===== src/rtl/calc_pkg.sv =====
// -----------------------------------------------------------------------------
// calc_pkg
// Shared types for the calculator command front-end: opcode enum, command
// payload struct, sequencer state enum and the divide-by-zero predicate.
// -----------------------------------------------------------------------------
package calc_pkg;

  localparam int unsigned CALC_DW = 4;

  typedef enum logic [1:0] {
    OP_ADD = 2'b00,
    OP_SUB = 2'b01,
    OP_MUL = 2'b10,
    OP_DIV = 2'b11
  } calc_op_t;

  typedef struct packed {
    calc_op_t             op;
    logic [CALC_DW-1:0]   a;
    logic [CALC_DW-1:0]   b;
  } calc_cmd_t;

  typedef enum logic [1:0] {
    IDLE  = 2'd0,
    ISSUE = 2'd1,
    CAPT  = 2'd2,
    RESP  = 2'd3
  } seq_state_t;

  // Commands that must never reach the calculator.
  function automatic logic is_div_zero(input calc_cmd_t cmd);
    return (cmd.op == OP_DIV) && (cmd.b == '0);
  endfunction

endpackage


===== src/rtl/calc_cmd_sequencer_if.sv =====
// -----------------------------------------------------------------------------
// calc_cmd_sequencer_if
// Bundles the command, calculator and response buses of the sequencer.
//   cmd_*   : valid/ready command source (op, a, b)
//   calc_*  : start pulse + operands out, registered result/carry back
//   rsp_*   : valid/ready response sink (op, result, carry, err)
//   fifo_count : queued command count
// slave  = sequencer side, master = environment side.
// -----------------------------------------------------------------------------
interface calc_cmd_sequencer_if #(
  parameter int unsigned DW = 4,
  parameter int unsigned AW = 2
);

  logic          cmd_valid;
  logic          cmd_ready;
  logic [1:0]    cmd_op;
  logic [DW-1:0] cmd_a;
  logic [DW-1:0] cmd_b;

  logic          calc_st;
  logic [1:0]    calc_op;
  logic [DW-1:0] calc_a;
  logic [DW-1:0] calc_b;
  logic [DW-1:0] calc_result;
  logic          calc_carry;

  logic          rsp_valid;
  logic          rsp_ready;
  logic [1:0]    rsp_op;
  logic [DW-1:0] rsp_result;
  logic          rsp_carry;
  logic          rsp_err;

  logic [AW:0]   fifo_count;

  modport slave (
    input  cmd_valid, cmd_op, cmd_a, cmd_b,
    input  calc_result, calc_carry,
    input  rsp_ready,
    output cmd_ready,
    output calc_st, calc_op, calc_a, calc_b,
    output rsp_valid, rsp_op, rsp_result, rsp_carry, rsp_err,
    output fifo_count
  );

  modport master (
    output cmd_valid, cmd_op, cmd_a, cmd_b,
    output calc_result, calc_carry,
    output rsp_ready,
    input  cmd_ready,
    input  calc_st, calc_op, calc_a, calc_b,
    input  rsp_valid, rsp_op, rsp_result, rsp_carry, rsp_err,
    input  fifo_count
  );

endinterface


===== src/rtl/calc_cmd_fifo.sv =====
// -----------------------------------------------------------------------------
// calc_cmd_fifo
// Synchronous FIFO of calc_cmd_t commands.
//   clk, rst        : clock, async active-high reset
//   push, push_data : write request (ignored when full)
//   pop, pop_data   : read request (ignored when empty); pop_data shows the head
//   full, empty     : derived from count
//   count           : entries currently stored
// -----------------------------------------------------------------------------
module calc_cmd_fifo
  import calc_pkg::*;
#(
  parameter  int unsigned DEPTH = 4,
  localparam int unsigned AW    = $clog2(DEPTH)
) (
  input  logic        clk,
  input  logic        rst,
  input  logic        push,
  input  calc_cmd_t   push_data,
  input  logic        pop,
  output calc_cmd_t   pop_data,
  output logic        full,
  output logic        empty,
  output logic [AW:0] count
);

  calc_cmd_t     mem [DEPTH];
  logic [AW-1:0] wr_ptr;
  logic [AW-1:0] rd_ptr;
  logic [AW:0]   count_q;
  logic          do_push;
  logic          do_pop;

  // Occupancy is tracked by count, so pointer equality never has to be decoded.
  assign full     = (count_q == (AW+1)'(DEPTH));
  assign empty    = (count_q == '0);
  assign do_push  = push & ~full;
  assign do_pop   = pop & ~empty;
  assign pop_data = mem[rd_ptr];
  assign count    = count_q;

  // Storage array, no reset needed.
  always_ff @(posedge clk) begin
    if (do_push) begin
      mem[wr_ptr] <= push_data;
    end
  end

  // Pointers wrap naturally since DEPTH is a power of two.
  always_ff @(posedge clk or posedge rst) begin
    if (rst) begin
      wr_ptr  <= '0;
      rd_ptr  <= '0;
      count_q <= '0;
    end else begin
      if (do_push) wr_ptr <= wr_ptr + AW'(1);
      if (do_pop)  rd_ptr <= rd_ptr + AW'(1);
      case ({do_push, do_pop})
        2'b10:   count_q <= count_q + (AW+1)'(1);
        2'b01:   count_q <= count_q - (AW+1)'(1);
        default: count_q <= count_q;
      endcase
    end
  end

endmodule


===== src/rtl/calc_cmd_sequencer.sv =====
// -----------------------------------------------------------------------------
// calc_cmd_sequencer
// Command front-end for the 4-bit calculator. Queues commands, issues them one
// at a time with a single-cycle start pulse, captures the calculator result
// and returns it on a valid/ready response port, in command order.
//   clk, rst : clock, async active-high reset
//   bus      : slave side of calc_cmd_sequencer_if (cmd_*, calc_*, rsp_*,
//              fifo_count)
// Divide-by-zero commands bypass the calculator and respond with rsp_err=1.
// -----------------------------------------------------------------------------
module calc_cmd_sequencer
  import calc_pkg::*;
#(
  parameter  int unsigned DW    = CALC_DW,
  parameter  int unsigned DEPTH = 4,
  localparam int unsigned AW    = $clog2(DEPTH)
) (
  input  logic                 clk,
  input  logic                 rst,
  calc_cmd_sequencer_if.slave  bus
);

  seq_state_t    state;
  seq_state_t    state_nxt;

  calc_cmd_t     push_data;
  calc_cmd_t     head;
  logic          fifo_full;
  logic          fifo_empty;
  logic          fifo_pop_c;
  logic [AW:0]   fifo_cnt;
  logic          ready_en_q;

  calc_cmd_t     calc_cmd_q;
  calc_cmd_t     calc_cmd_d;
  logic          calc_st_q;
  logic          calc_st_d;
  logic          rsp_valid_q;
  logic          rsp_valid_d;
  logic [1:0]    rsp_op_q;
  logic [1:0]    rsp_op_d;
  logic [DW-1:0] rsp_result_q;
  logic [DW-1:0] rsp_result_d;
  logic          rsp_carry_q;
  logic          rsp_carry_d;
  logic          rsp_err_q;
  logic          rsp_err_d;

  // Command queue
  assign push_data = '{op: calc_op_t'(bus.cmd_op), a: bus.cmd_a, b: bus.cmd_b};
  assign fifo_pop_c = (state == IDLE) & ~fifo_empty;

  calc_cmd_fifo #(.DEPTH(DEPTH)) u_fifo (
    .clk       (clk),
    .rst       (rst),
    .push      (bus.cmd_valid & bus.cmd_ready),
    .push_data (push_data),
    .pop       (fifo_pop_c),
    .pop_data  (head),
    .full      (fifo_full),
    .empty     (fifo_empty),
    .count     (fifo_cnt)
  );

  // Keeps cmd_ready low while in reset; rises on the first edge after release.
  always_ff @(posedge clk or posedge rst) begin
    if (rst) ready_en_q <= 1'b0;
    else     ready_en_q <= 1'b1;
  end

  // State register
  always_ff @(posedge clk or posedge rst) begin
    if (rst) state <= IDLE;
    else     state <= state_nxt;
  end

  // Next-state logic
  always_comb begin
    state_nxt = state;
    case (state)
      IDLE: begin
        if (!fifo_empty) state_nxt = is_div_zero(head) ? RESP : ISSUE;
      end
      ISSUE:   state_nxt = CAPT;
      CAPT:    state_nxt = RESP;
      RESP: begin
        if (bus.rsp_ready) state_nxt = IDLE;
      end
      default: state_nxt = IDLE;
    endcase
  end

  // Output logic: next values for the registered outputs
  always_comb begin
    calc_st_d    = 1'b0;
    calc_cmd_d   = calc_cmd_q;
    rsp_valid_d  = rsp_valid_q;
    rsp_op_d     = rsp_op_q;
    rsp_result_d = rsp_result_q;
    rsp_carry_d  = rsp_carry_q;
    rsp_err_d    = rsp_err_q;
    case (state)
      IDLE: begin
        if (!fifo_empty) begin
          calc_cmd_d = head;
          if (is_div_zero(head)) begin
            rsp_valid_d  = 1'b1;
            rsp_op_d     = head.op;
            rsp_result_d = '0;
            rsp_carry_d  = 1'b0;
            rsp_err_d    = 1'b1;
          end else begin
            calc_st_d = 1'b1;
          end
        end
      end
      CAPT: begin
        // Calculator registered its result on the edge leaving ISSUE.
        rsp_valid_d  = 1'b1;
        rsp_op_d     = calc_cmd_q.op;
        rsp_result_d = bus.calc_result;
        rsp_carry_d  = bus.calc_carry;
        rsp_err_d    = 1'b0;
      end
      RESP: begin
        if (bus.rsp_ready) rsp_valid_d = 1'b0;
      end
      default: ;
    endcase
  end

  // Output registers
  always_ff @(posedge clk or posedge rst) begin
    if (rst) begin
      calc_st_q    <= 1'b0;
      calc_cmd_q   <= '0;
      rsp_valid_q  <= 1'b0;
      rsp_op_q     <= '0;
      rsp_result_q <= '0;
      rsp_carry_q  <= 1'b0;
      rsp_err_q    <= 1'b0;
    end else begin
      calc_st_q    <= calc_st_d;
      calc_cmd_q   <= calc_cmd_d;
      rsp_valid_q  <= rsp_valid_d;
      rsp_op_q     <= rsp_op_d;
      rsp_result_q <= rsp_result_d;
      rsp_carry_q  <= rsp_carry_d;
      rsp_err_q    <= rsp_err_d;
    end
  end

  assign bus.cmd_ready  = ready_en_q & ~fifo_full;
  assign bus.calc_st    = calc_st_q;
  assign bus.calc_op    = calc_cmd_q.op;
  assign bus.calc_a     = calc_cmd_q.a;
  assign bus.calc_b     = calc_cmd_q.b;
  assign bus.rsp_valid  = rsp_valid_q;
  assign bus.rsp_op     = rsp_op_q;
  assign bus.rsp_result = rsp_result_q;
  assign bus.rsp_carry  = rsp_carry_q;
  assign bus.rsp_err    = rsp_err_q;
  assign bus.fifo_count = fifo_cnt;

endmodule

===== src/flat_wrapper.sv =====
// flat-port wrapper written by rule: the top's interface ports become plain ports
module calc_cmd_sequencer_flat import calc_pkg::*;
#(
  parameter  int unsigned DW    = CALC_DW,
  parameter  int unsigned DEPTH = 4,
  localparam int unsigned AW    = $clog2(DEPTH)
)
  (clk, rst, bus_cmd_valid, bus_cmd_op, bus_cmd_a, bus_cmd_b, bus_calc_result, bus_calc_carry, bus_rsp_ready, bus_cmd_ready, bus_calc_st, bus_calc_op, bus_calc_a, bus_calc_b, bus_rsp_valid, bus_rsp_op, bus_rsp_result, bus_rsp_carry, bus_rsp_err, bus_fifo_count);
  calc_cmd_sequencer_if #(.DW(DW)) bus_i ();
  input  logic clk;
  input  logic rst;
  input wire logic [$bits(bus_i.cmd_valid)-1:0] bus_cmd_valid;
  input wire logic [$bits(bus_i.cmd_op)-1:0] bus_cmd_op;
  input wire logic [$bits(bus_i.cmd_a)-1:0] bus_cmd_a;
  input wire logic [$bits(bus_i.cmd_b)-1:0] bus_cmd_b;
  input wire logic [$bits(bus_i.calc_result)-1:0] bus_calc_result;
  input wire logic [$bits(bus_i.calc_carry)-1:0] bus_calc_carry;
  input wire logic [$bits(bus_i.rsp_ready)-1:0] bus_rsp_ready;
  output wire logic [$bits(bus_i.cmd_ready)-1:0] bus_cmd_ready;
  output wire logic [$bits(bus_i.calc_st)-1:0] bus_calc_st;
  output wire logic [$bits(bus_i.calc_op)-1:0] bus_calc_op;
  output wire logic [$bits(bus_i.calc_a)-1:0] bus_calc_a;
  output wire logic [$bits(bus_i.calc_b)-1:0] bus_calc_b;
  output wire logic [$bits(bus_i.rsp_valid)-1:0] bus_rsp_valid;
  output wire logic [$bits(bus_i.rsp_op)-1:0] bus_rsp_op;
  output wire logic [$bits(bus_i.rsp_result)-1:0] bus_rsp_result;
  output wire logic [$bits(bus_i.rsp_carry)-1:0] bus_rsp_carry;
  output wire logic [$bits(bus_i.rsp_err)-1:0] bus_rsp_err;
  output wire logic [$bits(bus_i.fifo_count)-1:0] bus_fifo_count;
  assign bus_i.cmd_valid = bus_cmd_valid;
  assign bus_i.cmd_op = bus_cmd_op;
  assign bus_i.cmd_a = bus_cmd_a;
  assign bus_i.cmd_b = bus_cmd_b;
  assign bus_i.calc_result = bus_calc_result;
  assign bus_i.calc_carry = bus_calc_carry;
  assign bus_i.rsp_ready = bus_rsp_ready;
  assign bus_cmd_ready = bus_i.cmd_ready;
  assign bus_calc_st = bus_i.calc_st;
  assign bus_calc_op = bus_i.calc_op;
  assign bus_calc_a = bus_i.calc_a;
  assign bus_calc_b = bus_i.calc_b;
  assign bus_rsp_valid = bus_i.rsp_valid;
  assign bus_rsp_op = bus_i.rsp_op;
  assign bus_rsp_result = bus_i.rsp_result;
  assign bus_rsp_carry = bus_i.rsp_carry;
  assign bus_rsp_err = bus_i.rsp_err;
  assign bus_fifo_count = bus_i.fifo_count;
  calc_cmd_sequencer #(.DW(DW), .DEPTH(DEPTH)) u_core (.clk(clk), .rst(rst), .bus(bus_i));
endmodule

===== config.mk =====
export PLATFORM = sky130hd
export DESIGN_NAME = calc_cmd_sequencer_flat
export DESIGN_NICKNAME = d
export VERILOG_FILES = /design/src/rtl/calc_pkg.sv /design/src/rtl/calc_cmd_sequencer_if.sv /design/src/rtl/calc_cmd_fifo.sv /design/src/rtl/calc_cmd_sequencer.sv /design/src/flat_wrapper.sv
export SDC_FILE = /design/constraint.sdc
export NUM_CORES = 1
export LEC_CHECK = 0
export CORE_MARGIN = 2
export CORE_UTILIZATION = 32
export DETAILED_ROUTE_END_ITERATION = 7
export HOLD_SLACK_MARGIN = 0.15
export SLEW_MARGIN = 15
export SYNTH_ARGS = -nofsm -noshare
export SYNTH_HDL_FRONTEND = slang
export SYNTH_HIERARCHICAL = 1
export SYNTH_SLANG_ARGS = --single-unit

===== constraint.sdc =====
create_clock -name clk -period 3.2 [get_ports clk]
set_input_delay 0.32 -clock clk [delete_from_list [all_inputs] [get_ports clk]]
set_output_delay 0.32 -clock clk [all_outputs]
set_load 0.01 [all_outputs]

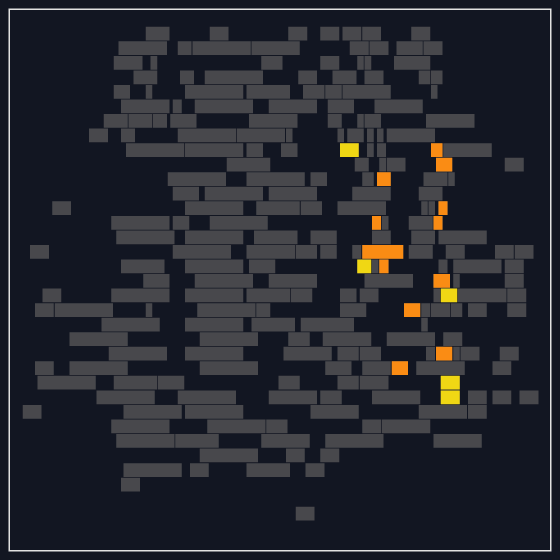
Figure 1: run 1, logic cells by family.
Orange marks aoi and oai cells, cells 12. Yellow marks non-inverting ao/oa cells, cells 5, where middle right.

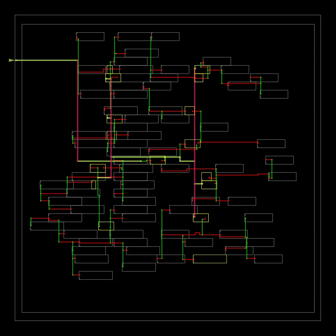
Figure 2: run 1, the clock network.
clock insertion delay at the later pin of the skew report: 0.34 ns
registers: 70
Worst Clk Skew: 0.00854 ns

==> summary.txt, run 1 <==
State of the implementation.

- The flow ran to the end, and the final reports show no timing, DRC or antenna violations.
- 87 cells are multi-input combinational gates.
- From synthesis to final layout, the design area changed by 24.5%.
- In the power breakdown, the internal column shows 2.39 mW.
- After filler insertion, the fill cell instance count of the layout stands at 868.
- The post-cts sizing count is 0, for reference.
- The average via count per standard cell is 4.68, for reference.
- The met2 wire length is 2550 um, for reference.
- Entering global routing, the biggest net connects 24 pins.
- Per the OpenROAD power report, leakage power amounts to 1.41 nW.
- The number of nets at floorplan is 207, for reference.
- The clock-pin slew on the worst setup and hold paths is 0.08 ns, for reference.
- The net switching power is 1.16 mW, for reference.
- The first global-routing pass estimated 8690 um of wire.
- Setup slack on the critical path of the routed design comes to 0.722 ns.
- The area fraction in compound gates after synthesis is 4.82%, for reference.
- The number of placed instances, taps included, is 327.
- Total global-route track usage over all layers is 11.5%.
- Looking at the reg2reg group, the worst path ends at u_core/bus.rsp_op[1].
- The met1 routing resource usage after global routing is 14.9%, for reference.
- The switching fraction of total power is 32.6%, for reference.
- The capturing element of the worst setup path is u_core/bus.rsp_op[1], for reference.
- The count of maximum capacitance violations is 0, for reference.
- The number of antenna cells inserted is 0, for reference.
- The worst slew margin relative to its limit is 36.2%, for reference.
- The clock buffer count is 9, for reference.
- The number of antenna violations at the first check in global routing came to 0.
- The total number of nets in the final design is 257, for reference.
- The maximum level of the CTS H-tree is 3, for reference.
- Setup repair after global routing left no endpoint under its margin.
- The biggest slice of the area belongs to flip-flops and latches.
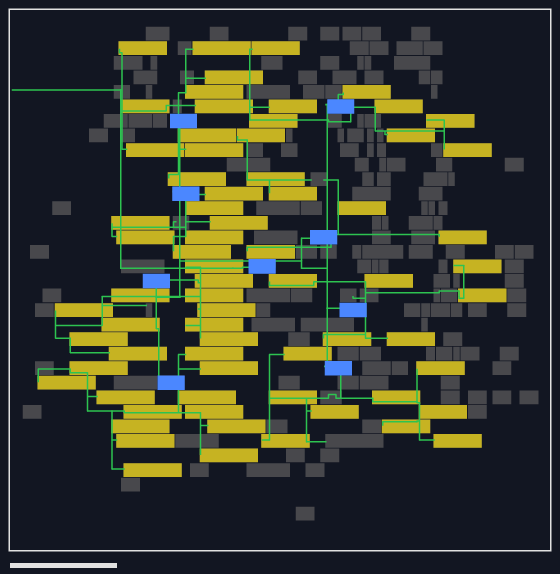
Figure 3: run 1, clock network drawn from the DEF.
The bar under the picture is 20 um long.
Green marks clock wires, length 827 um. Blue marks clock-net drivers, count 9. Yellow marks flip-flops, count 70.
There are 10 routed clock nets.
power in the clock group: 0.701 mW
part of the total power dissipated in the clock network: 19.7%

run 1: critical path, stage by stage (launching register included):
cell and delay, ns:
sky130_fd_sc_hd__dfrtp_1 0.62, sky130_fd_sc_hd__mux4_2 0.58, sky130_fd_sc_hd__or2_4 0.29, sky130_fd_sc_hd__o31ai_4 0.38, sky130_fd_sc_hd__o21ai_2 0.17, sky130_fd_sc_hd__mux2_4 0.33
run 1: sequential cells by signal, summed over array words and instances, names as in the netlist:
signal and flops:
u_core/bus.calc_a 4, u_core/bus.calc_b 4, u_core/bus.calc_op 2, u_core/bus.calc_st 1
u_core/bus.rsp_carry 1, u_core/bus.rsp_err 1, u_core/bus.rsp_op 2, u_core/bus.rsp_result 4
u_core/bus.rsp_valid 1, u_core/ready_en_q 1, u_core/state 2, u_core/u_fifo/count 3
u_core/u_fifo/mem 40, u_core/u_fifo/rd_ptr 2, u_core/u_fifo/wr_ptr 2
run 1: cell usage after synthesis, drive strengths merged:
cell     number  area share [%]
a41oi         1            0.29
clkbuf        1            0.12
xor2          3            0.87
buf           4            0.96
o21ai         4            0.79
mux2i         5             1.7
xnor2         3            0.87
a31oi         1            0.21
nand3         3            0.50
mux4         10             7.5
a32o          2            0.67
edfxtp       40              40
fa            1            0.67
ha           10             4.2
o221ai        3            0.87
nor2          3            0.37
nand2         2            0.25
and2          5             1.2
or2           1            0.29
a22o          1            0.29
mux2         15             6.0
conb          1            0.12
dfrtp        30              25
inv          15             1.9
a21oi         1            0.17
o31a          1            0.33
nor2b         4             1.1
a22oi         1            0.25
o21a          1            0.25
nor3          2            0.33
nor3b         1            0.62
o31ai         1            0.71
nand4bb       1            0.91
Figure 4. I/O nets highlighted (run 1).
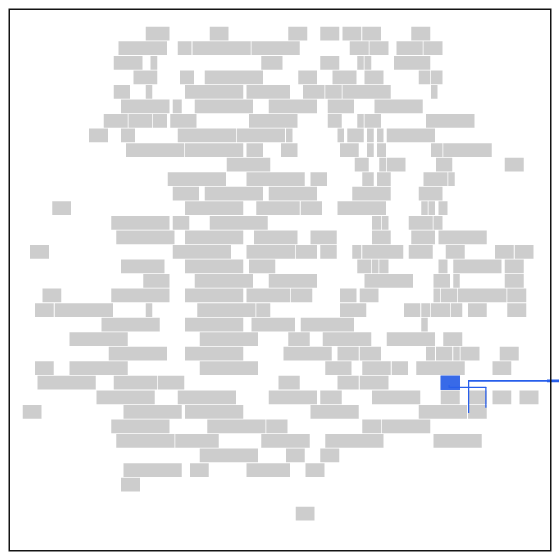

==> run 1 -> run 2 <==
==> constraint.sdc (replaced) <==
create_clock -name clk -period 2.4 [get_ports clk]
set_input_delay 0.24 -clock clk [delete_from_list [all_inputs] [get_ports clk]]
set_output_delay 0.24 -clock clk [all_outputs]
set_load 0.01 [all_outputs]
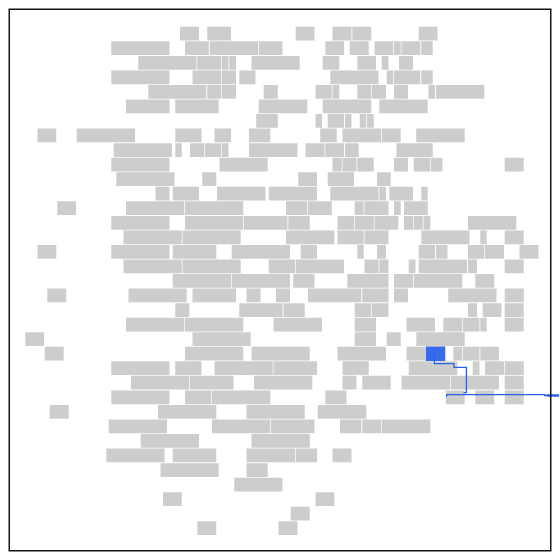
Figure 5: run 2, I/O nets highlighted.
Blue marks bus_calc_carry, bits 1, direction input, end cells 1, buffers 1, wire 33.2 um.

==> run 2 against run 1 <==
Die size unchanged. Sequential share of layout area decreased by 0.89 points. Cell count increased by 3.2%. Largest power group unchanged.
==> summary.txt, run 2 <==
State of the implementation.

- The most area-hungry cell type in the Yosys netlist is sky130_fd_sc_hd__edfxtp_1, for reference.
- The worst slew margin relative to its limit came to 65.8% (+30 points).
- For this configuration, the core starts out at a cell density of 32.7%.
- The number of buffer and inverter instances along the worst setup path is 2 (+2).
- The first-pass GRT wire length is 8990 um (+3.5%), for reference.
- The biggest area consumer among cell classes is flip-flops and latches, for reference.
- The post-cts sizing count is 0 (unchanged).
- The delay of the slowest critical-path stage is 0.46 ns (-0.16 ns), for reference.
- The overall track demand over capacity in global routing is 11.9% (+0.36 points), for reference.
- The clock latency on the worst-skew pair came to 0.33 ns (about the same).
- The largest net degree at the start of global routing is 24 (unchanged).
- The internal power summed over all cells is 3.19 mW (+33%), for reference.
- The non-clock inverter instance count of the final layout is 15, for reference.
- The area fraction of the dominant cell type after synthesis is 39.9% (unchanged), for reference.
- After synthesis, the cell types taking the most area are sky130_fd_sc_hd__edfxtp_1 40%, sky130_fd_sc_hd__dfrtp_1 25%, sky130_fd_sc_hd__mux4_2 7.5%, sky130_fd_sc_hd__mux2_2 4.5%, sky130_fd_sc_hd__ha_1 4.2%.
- The share of flip-flops with an asynchronous set or reset after synthesis is 42.9% (unchanged), for reference.
- The most instantiated flip-flop cell in the synthesis netlist is sky130_fd_sc_hd__edfxtp_1, for reference.
- The critical path's top delay family is simple AND/OR/NAND/NOR gates, for reference.
- The worst clock skew is 0.0108 ns (+0.00223 ns), for reference.
- The clock buffer count is 10 (+1), for reference.
- More flip-flops sit in one register than any other, and that register is u_core/u_fifo/mem.
- Per STA, the worst path is made up of nor3b_4 -> nor2b_1 -> and2_1 -> nor2b_4 -> inv_1 -> ha_1 -> inv_1 -> fa_1 -> xor2_1 -> nor2_1 -> xor2_1.
- The run finished with clean final reports.
- The number of antenna violations at the first check in global routing is 0 (unchanged), for reference.
- Yosys instantiated no cell more often than sky130_fd_sc_hd__edfxtp_1.
- The number of enable-type register cells in the synthesized netlist was 40 (unchanged).
- The count of maximum capacitance violations was 0 (unchanged).
- Counting instances in the post-synthesis netlist gives the leading cell types as 40 x sky130_fd_sc_hd__edfxtp_1, 30 x sky130_fd_sc_hd__dfrtp_1, 15 x sky130_fd_sc_hd__inv_1, 12 x sky130_fd_sc_hd__mux2_2.
- The number of fill cells came to 858 (-1.2%).
- The top cell types in the final layout, fill and taps aside, are 42 x sky130_fd_sc_hd__clkdlybuf4s50_1, 40 x sky130_fd_sc_hd__edfxtp_1, 30 x sky130_fd_sc_hd__dfrtp_1, 15 x sky130_fd_sc_hd__inv_1, 13 x sky130_fd_sc_hd__buf_4.
- The static leakage is 1.44 nW (+2.6%), for reference.
- The number of antenna cells inserted was 0 (unchanged).
- The total number of nets in the final design is 268 (+4.3%), for reference.
- The placed cell count is 337 (+3.1%).
- The clock-pin slew on the worst setup and hold paths is 0.08 ns (about the same).
- The number of flip-flops under the largest register name is 40 (unchanged).
- The cell with the largest stage delay on the worst path is sky130_fd_sc_hd__dfrtp_1, for reference.
- The number of flip-flops and latches came to 70 (unchanged).
- The multi-input combinational cell count is 87 (unchanged).
- The switching fraction of total power was 33.2% (+0.52 points).
- Compared with the post-synthesis result, the final layout area differs by 26.7%.
- The clock group share of total power came to 17.5% (-2.2 points).
run 2: cell counts after synthesis:
Identical to the previous run, type by type.
run 2: kinds of logic (layout without fill, tap and decap cells):
| kind of cell | Yosys count | count (layout) | synth area share, % |
|---|---|---|---|
| multiplexers | 30 | 30 | 15.1 |
| XOR/XNOR | 6 | 6 | 1.75 |
| flip-flops | 70 | 70 | 64.8 |
| other | 1 | 1 | 0.125 |
| buffers and inverters | 20 | 86 | 2.95 |
| adder cells (fa/ha/maj) | 11 | 11 | 4.82 |
| AND-OR/OR-AND | 17 | 17 | 4.82 |
| AND/OR/NAND/NOR | 22 | 22 | 5.57 |
run 2: power by group through the flow:
stage | Clock (mW) | Combinational (mW) | Sequential [mW]
5_1_grt | 0.925 | 2.30 | 1.88
3_3_place_gp | 0 | 2.08 | 1.86
2_1_floorplan | 0 | 1.29 | 1.89
4_1_cts | 0.861 | 2.12 | 1.85
6_report | 0.833 | 2.10 | 1.84
3_5_place_dp | 0 | 2.12 | 1.87
run 2: what timing repair did:
action	in CTS	in global routing
buffers inserted	0	1
endpoints found under the hold margin	0	0
setup endpoints to repair	0	1
run 2: path summary, 6_finish.rpt:
| check | end | slack, ns | depth (start not counted) |
|---|---|---|---|
| max | u_core/u_fifo/count[2] | 0.14 | 11 |
| min | u_core/u_fifo/wr_ptr[0] | 0.17 | 2 |
| max reg2reg | u_core/u_fifo/count[2] | 0.14 | 11 |
| min reg2reg | u_core/bus.rsp_result[3] | 0.52 | 1 |
| max in group asynchronous | u_core/state[1] | 1.88 | 3 |
| min in group clk | u_core/bus.rsp_result[3] | 0.52 | 1 |
run 2: layer usage:
layer	part of all wire (%)	vias to the layer above	track usage, %
li1	-	777	-
met1	48	811	15.7
met2	48	32	18.2
met3	4.2	2	4.16
met4	0.66	0	4.05
met5	0	-	0
==> run 2 -> run 3 <==
--- a/config.mk
+++ b/config.mk
@@ -5,9 +5,11 @@
 export SDC_FILE = /design/constraint.sdc
 export NUM_CORES = 1
 export LEC_CHECK = 0
+export CAP_MARGIN = 20
 export CORE_MARGIN = 2
 export CORE_UTILIZATION = 32
 export DETAILED_ROUTE_END_ITERATION = 7
+export GPL_ROUTABILITY_DRIVEN = 0
 export HOLD_SLACK_MARGIN = 0.15
 export SLEW_MARGIN = 15
 export SYNTH_ARGS = -nofsm -noshare
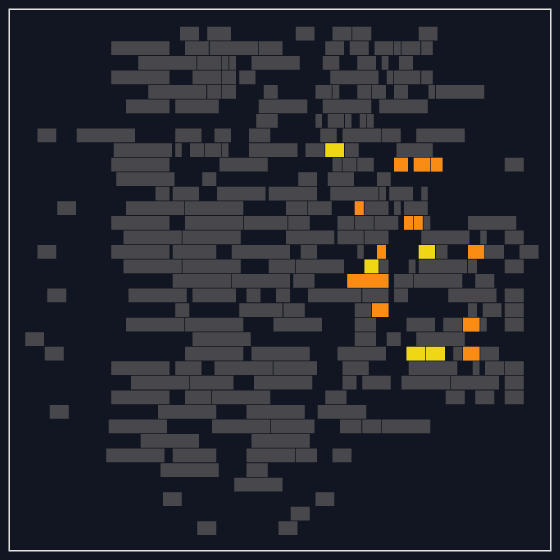
Figure 6: run 3, logic cells by family.
Yellow marks non-inverting ao/oa cells, cells 5, where middle right. Orange marks aoi and oai cells, cells 12, where middle right.
logic gate fraction of the total cell area: 25.5%
most common library cell in the layout ignoring fill and taps: sky130_fd_sc_hd__clkdlybuf4s50_1
fin cells: 354

==> run 3 against run 2 <==
Combinational power barely moved. Critical endpoint unchanged. Largest cell class unchanged. Critical path depth did not move. Die size did not move. Sequential power barely moved. Fmax did not move. Routed wire length did not move.
==> summary.txt, run 3 <==
State of the implementation.

- The post-cts sizing count is 0 (unchanged), for reference.
- The largest net degree at the start of global routing is 24 (unchanged), for reference.
- Grouping stages by cell kind, the critical path spends the most delay in simple AND/OR/NAND/NOR gates.
- Timing analysis after detailed placement gives a worst setup slack of 0.101 ns.
- The flow ran to the end, and the final reports show no timing, DRC or antenna violations.
- The CTS report gives the tree buffer count as 9.
- The overall track demand over capacity in global routing is 11.9% (unchanged).
- The number of antenna violations at the first check in global routing was 0 (unchanged).
- In the synthesized netlist, the cells that appear most often are 40 x sky130_fd_sc_hd__edfxtp_1, 30 x sky130_fd_sc_hd__dfrtp_1, 15 x sky130_fd_sc_hd__inv_1, 12 x sky130_fd_sc_hd__mux2_2.
- The top register by number of flip-flops is u_core/u_fifo/mem, for reference.
- The buffers inserted during post-CTS setup optimization came to 0 (unchanged).
- The met2 layer usage reported by global route was 18.2% (unchanged).
- The worst clock skew came to 0.0108 ns (unchanged).
- The area fraction of the dominant cell type after synthesis is 39.9% (unchanged), for reference.
- The first-pass GRT wire length came to 8990 um (unchanged).
- The slew at the pin closest to its max-slew limit is 0.509 ns, for reference.
- The delay of the slowest critical-path stage is 0.46 ns (about the same), for reference.
- Summed over all instances, the cell type with the most area after synthesis is sky130_fd_sc_hd__edfxtp_1.
- The clock-pin slew on the worst setup and hold paths is 0.08 ns (about the same), for reference.
- The share of flip-flops with an asynchronous set or reset after synthesis was 42.9% (unchanged).
- The number of flip-flops under the largest register name is 40 (unchanged), for reference.
- The share of the core filled by cells before placement is 32.7% (unchanged), for reference.
- The number of enable-type register cells in the synthesized netlist is 40 (unchanged), for reference.
- The count of maximum capacitance violations came to 0 (unchanged).
- The total number of nets in the final design came to 268 (unchanged).
- The clock latency on the worst-skew pair is 0.33 ns (about the same), for reference.
- In the layout the commonest cells are 42 x sky130_fd_sc_hd__clkdlybuf4s50_1, 40 x sky130_fd_sc_hd__edfxtp_1, 30 x sky130_fd_sc_hd__dfrtp_1, 15 x sky130_fd_sc_hd__inv_1, 13 x sky130_fd_sc_hd__buf_4.
- The worst slew margin relative to its limit was 65.8% (unchanged).
- The aggregate routed wire length is 5490 um, for reference.
- Per STA, the worst path is made up of nor3b_4 -> nor2b_1 -> and2_1 -> nor2b_4 -> inv_1 -> ha_1 -> inv_1 -> fa_1 -> xor2_1 -> nor2_1 -> xor2_1.
- The fraction of met3 tracks used by global routing was 4.16% (unchanged).
- The static leakage is 1.44 nW (unchanged).
- The number of antenna cells inserted was 0 (unchanged).
==> run 3: cell counts after synthesis <==
No cell type changed its count.
==> run 3: logic make-up after synthesis <==
family / after synthesis / share of synthesized area, %
DFF: 70 / 64.8
muxes: 30 / 15.1
and+or+nand+nor: 22 / 5.57
buffers and inverters: 20 / 2.95
AOI/OAI and AO/OA: 17 / 4.82
adders and majority gates: 11 / 4.82
xor gates and xnor gates: 6 / 1.75
other: 1 / 0.125
==> run 3: through the flow <==
stage	total power, mW	cells	hold slack (ns)	cell area [um2]
final	4.77	354	0.175	3810
after CTS	4.83	353	0.165	3810
after global routing	5.11	354	0.190	3810
after detailed placement	3.99	337	0.496	3630
after floorplan	3.18	177	0.0434	3020
after global placement	3.94	337	0.496	3630
==> run 3: worst paths after layout <==
kind	end	slack, ns	cells past startpoint
hold / removal	u_core/u_fifo/wr_ptr[0]	0.17	2
min in group clk	u_core/bus.rsp_result[3]	0.52	1
setup reg to reg	u_core/u_fifo/count[2]	0.14	11
max in group asynchronous	u_core/state[1]	1.88	3
hold reg to reg	u_core/bus.rsp_result[3]	0.52	1
setup / recovery	u_core/u_fifo/count[2]	0.14	11
==> run 3: layout make-up <==
class                           instances  area (um2)
Timing Repair Buffer                   55         518
Tap cell                              111         139
Sequential cell                        70        1950
Clock inverter                          6        48.8
Multi-Input combinational cell         87         972
Clock buffer                           10         128
Inverter                               15        56.3
Fill cell                             858        5380
==> run 3: power breakdown <==
| group | leakage (nW) | internal [mW] | switching, mW |
|---|---|---|---|
| Combinational | 0.644 | 1.20 | 0.898 |
| Clock | 0.0787 | 0.380 | 0.453 |
| Sequential | 0.721 | 1.61 | 0.230 |
==> run 3: layer usage <==
metal,vias up,wire [um]
met3,2,232
met2,32,2610
met5,-,0
met1,811,2610
li1,777,-
met4,0,36
Power figures rest on the tool's default switching activity, not on a simulated workload.
